===== src/rtl/display_scan_driver.sv =====
// display_scan_driver: byte-to-BCD double-dabble converter driving a 3-digit multiplexed common-anode display
module display_scan_driver #(
  parameter int REFRESH_DIV = 50000,
  parameter bit LZB = 1'b1
) (
  input  logic        clk,
  input  logic        reset,
  input  logic [7:0]  value,
  output logic        busy,
  output logic [11:0] bcd,
  output logic [2:0]  an,
  output logic [6:0]  seg
);
  localparam int CW = REFRESH_DIV > 1 ? $clog2(REFRESH_DIV) : 1;

  typedef enum logic [1:0] {IDLE, SHIFT, DONE} state_t;

  state_t        state_q, state_d;
  logic [7:0]    shown_q, shown_d, sreg_q, sreg_d, cap_q, cap_d;
  logic [11:0]   acc_q, acc_d, acc_adj, bcd_q, bcd_d;
  logic [2:0]    cnt_q, cnt_d;
  logic          busy_q, busy_d;
  logic [CW-1:0] ref_q, ref_d;
  logic [1:0]    idx_q, idx_d;
  logic [2:0]    an_q, an_d;
  logic [6:0]    seg_q, seg_d;
  logic [3:0]    digit;
  logic          last, blank;

  function automatic logic [6:0] decode(input logic [3:0] d);
    case (d)
      4'd0: decode = 7'b1000000;
      4'd1: decode = 7'b1111001;
      4'd2: decode = 7'b0100100;
      4'd3: decode = 7'b0110000;
      4'd4: decode = 7'b0011001;
      4'd5: decode = 7'b0010010;
      4'd6: decode = 7'b0000010;
      4'd7: decode = 7'b1111000;
      4'd8: decode = 7'b0000000;
      4'd9: decode = 7'b0010000;
      default: decode = 7'b1111111;
    endcase
  endfunction

  // add-3 correction of every accumulator nibble that would overflow a decimal digit when doubled
  always_comb begin
    acc_adj = acc_q;
    for (int i = 0; i < 3; i++)
      acc_adj[4*i+:4] = acc_q[4*i+:4] >= 4'd5 ? acc_q[4*i+:4] + 4'd3 : acc_q[4*i+:4];
  end

  // converter FSM: capture a changed byte, shift it through eight add-3/shift steps, publish the result
  always_comb begin
    state_d = state_q;
    shown_d = shown_q;
    sreg_d  = sreg_q;
    cap_d   = cap_q;
    acc_d   = acc_q;
    bcd_d   = bcd_q;
    cnt_d   = cnt_q;
    busy_d  = busy_q;
    case (state_q)
      IDLE: if (value != shown_q) begin
        cap_d   = value;
        sreg_d  = value;
        acc_d   = '0;
        busy_d  = 1'b1;
        cnt_d   = '0;
        state_d = SHIFT;
      end
      SHIFT: begin
        {acc_d, sreg_d} = {acc_adj[10:0], sreg_q, 1'b0};
        cnt_d   = cnt_q + 3'd1;
        state_d = cnt_q == 3'd7 ? DONE : SHIFT;
      end
      DONE: begin
        bcd_d   = acc_q;
        shown_d = cap_q;
        busy_d  = 1'b0;
        state_d = IDLE;
      end
      default: state_d = IDLE;
    endcase
  end

  // scan timing and registered digit/segment drive from the currently selected slot
  always_comb begin
    last  = ref_q == CW'(REFRESH_DIV - 1);
    ref_d = last ? '0 : ref_q + 1'b1;
    idx_d = last ? (idx_q == 2'd2 ? 2'd0 : idx_q + 2'd1) : idx_q;
    digit = idx_q == 2'd0 ? bcd_q[3:0] : idx_q == 2'd1 ? bcd_q[7:4] : bcd_q[11:8];
    blank = LZB && ((idx_q == 2'd2 && bcd_q[11:8] == 4'd0) || (idx_q == 2'd1 && bcd_q[11:4] == 8'd0));
    an_d  = ~(3'b001 << idx_q);
    seg_d = blank ? 7'b1111111 : decode(digit);
  end

  // state registers; asynchronous reset aborts any conversion in flight
  always_ff @(posedge clk or negedge reset) begin
    if (!reset) begin
      state_q <= IDLE;
      shown_q <= '0;
      sreg_q  <= '0;
      cap_q   <= '0;
      acc_q   <= '0;
      bcd_q   <= '0;
      cnt_q   <= '0;
      busy_q  <= 1'b0;
      ref_q   <= '0;
      idx_q   <= '0;
      an_q    <= 3'b111;
      seg_q   <= 7'b1111111;
    end else begin
      state_q <= state_d;
      shown_q <= shown_d;
      sreg_q  <= sreg_d;
      cap_q   <= cap_d;
      acc_q   <= acc_d;
      bcd_q   <= bcd_d;
      cnt_q   <= cnt_d;
      busy_q  <= busy_d;
      ref_q   <= ref_d;
      idx_q   <= idx_d;
      an_q    <= an_d;
      seg_q   <= seg_d;
    end
  end

  assign busy = busy_q;
  assign bcd  = bcd_q;
  assign an   = an_q;
  assign seg  = seg_q;
endmodule


===== config.mk =====
export PLATFORM = sky130hd
export DESIGN_NAME = display_scan_driver
export DESIGN_NICKNAME = d
export VERILOG_FILES = /design/src/rtl/display_scan_driver.sv
export SDC_FILE = /design/constraint.sdc
export NUM_CORES = 1
export LEC_CHECK = 0
export ABC_AREA = 1
export CORE_MARGIN = 2
export CORE_UTILIZATION = 30
export DETAILED_ROUTE_END_ITERATION = 6
export SETUP_SLACK_MARGIN = 0.5
export SLEW_MARGIN = 10
export SYNTH_ARGS = -nofsm -noshare
export SYNTH_HDL_FRONTEND = slang
export SYNTH_SLANG_ARGS = --single-unit

===== constraint.sdc =====
create_clock -name clk -period 1.5 [get_ports clk]
set_input_delay 0.225 -clock clk [delete_from_list [all_inputs] [get_ports clk]]
set_output_delay 0.225 -clock clk [all_outputs]
set_load 0.1 [all_outputs]

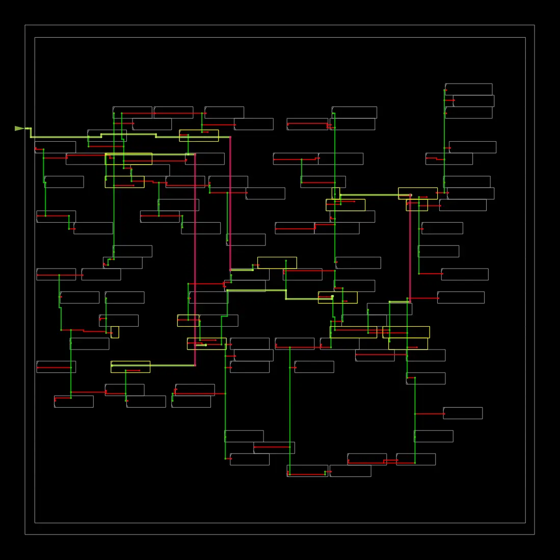
**Above:** the clock network.
Flop Count: 82
clk_skew: 0.00956 ns
total clock sinks: 82

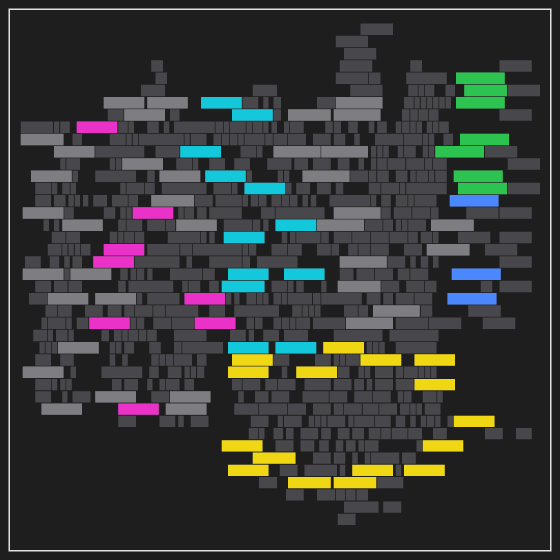
**Above:** sequential cells grouped by signal name.
color	signal	flops
blue	`an`	3
yellow	`ref_q`	16
magenta	`sreg_q`	8
green	`seg`	7
cyan	`acc_q`	12
not colored	36

==> results.txt <==
Summary of implementation figures.

GRT
In the global route stage, met1 resource usage came out at a little under a fifth. The most used routing layer is met2.

Final timing
The final timing report counts setup violations totalling 1. Dividing the final minimum period by the clock period gives 103%. Across all setup checks in the final design, the least slack found is -0.0413 ns. The relative slew slack is 70.9%. The transition time recorded at the tightest slew-check pin is 0.431 ns.

After routing, the total negative slack on setup checks comes to -0.0413 ns.

Pwr
The leakage component of the power was reported as between 3 and 4 nW. The power report puts the net switching power at around 5.7 mW. The cell-internal power is around 7.8 mW.

Setup path
Together, buffers and inverters on the worst path number 2. The cell type with the highest occurrence count on the critical path is nand2_1.

Place
The congestion estimate from routability-driven global placement came to roughly 0.86.

Synth
The cell with the most instances after synthesis is nand2_1. In the post-synthesis netlist, the biggest area contributors are dfrtp_1 (45%), nand2_1 (14%), dfstp_2 (6.5%). Yosys mapped the design onto 35 distinct sky130hd cell types. Measured against the total synthesized area, the mux share comes to 0%. The dominant kind of combinational cell is simple AND/OR/NAND/NOR gates.

Yosys printed 0 warnings. After synthesis, flip-flops and latches occupy around 50% of the total area.

Detailed routing
The number of detailed-routing iterations run before antenna repair is 4. The met2 wire length is around 5600 µm. The total wire length after detailed routing is between 10,000 and 15,000 µm.

Cells and area
The repair_antennas step left the layout with diodes totalling 0.

Run
The max-cap check violation count is 0.

CTS
The clock insertion delay at the later pin of the skew report is 0.35 ns. The number of hold buffers added after CTS is 1.

Die
The core utilization before placement is 30.5%.

Status
The flow ran to the end, but the final reports show violations. The checks that failed: setup timing.
-- stage by stage --
stage	total power [mW]	area [µm²]	util [%]	setup WS, ns	instances
3_5_place_dp	9.18	5190	39.4	-0.296	709
3_3_place_gp	9.04	5190	39.4	-0.282	709
2_1_floorplan	7.49	4330	-	-0.0541	491
4_1_cts	13.0	6300	47.8	-0.0169	759
6_report	13.5	6810	51.7	-0.0413	775
5_1_grt	14.3	6810	51.7	-0.119	775
-- worst paths after layout --
check,startpoint,endpoint,slack [ns],cells past startpoint
worst max register to register,idx_q[1]$_DFFE_PN0N_,seg[3]$_DFF_PN1_,-0.04,11
min in group clk,sreg_q[7]$_DFFE_PN0P_,acc_q[0]$_DFFE_PN0P_,0.50,2
worst max-delay path,idx_q[1]$_DFFE_PN0N_,seg[3]$_DFF_PN1_,-0.04,11
worst min-delay path,reset,ref_q[12]$_DFF_PN0_,0.31,2
worst min register to register,sreg_q[7]$_DFFE_PN0P_,acc_q[0]$_DFFE_PN0P_,0.50,2
max in group asynchronous,reset,seg[3]$_DFF_PN1_,0.65,3
-- power by group through the flow --
stage	clock network (mW)	logic [mW]	registers, mW
after CTS	2.64	6.53	3.78
after global routing	2.72	7.62	3.97
final	2.59	7.05	3.87
after floorplan	0	2.44	5.05
after detailed placement	0	5.38	3.80
after global placement	0	5.25	3.79
-- sequential cells by signal, summed over array words and instances (netlist names), 3 cells and up --
name     count
ref_q       16
cnt_q        3
bcd         12
acc_q       12
cap_q        8
an           3
sreg_q       8
shown_q      8
seg          7
-- layout make-up --
class	count	area, µm²	share of cell area [%]
tap	176	220	3.23
timing repair inverter	2	46.3	0.680
timing repair buffer	103	1380	20.2
inverter	61	273	4.00
clock inverter	5	100	1.47
multi-input combinational	335	2390	35.1
sequential	82	2150	31.5
clock buffer	11	253	3.71
Power is estimated from default activity; no workload was simulated.
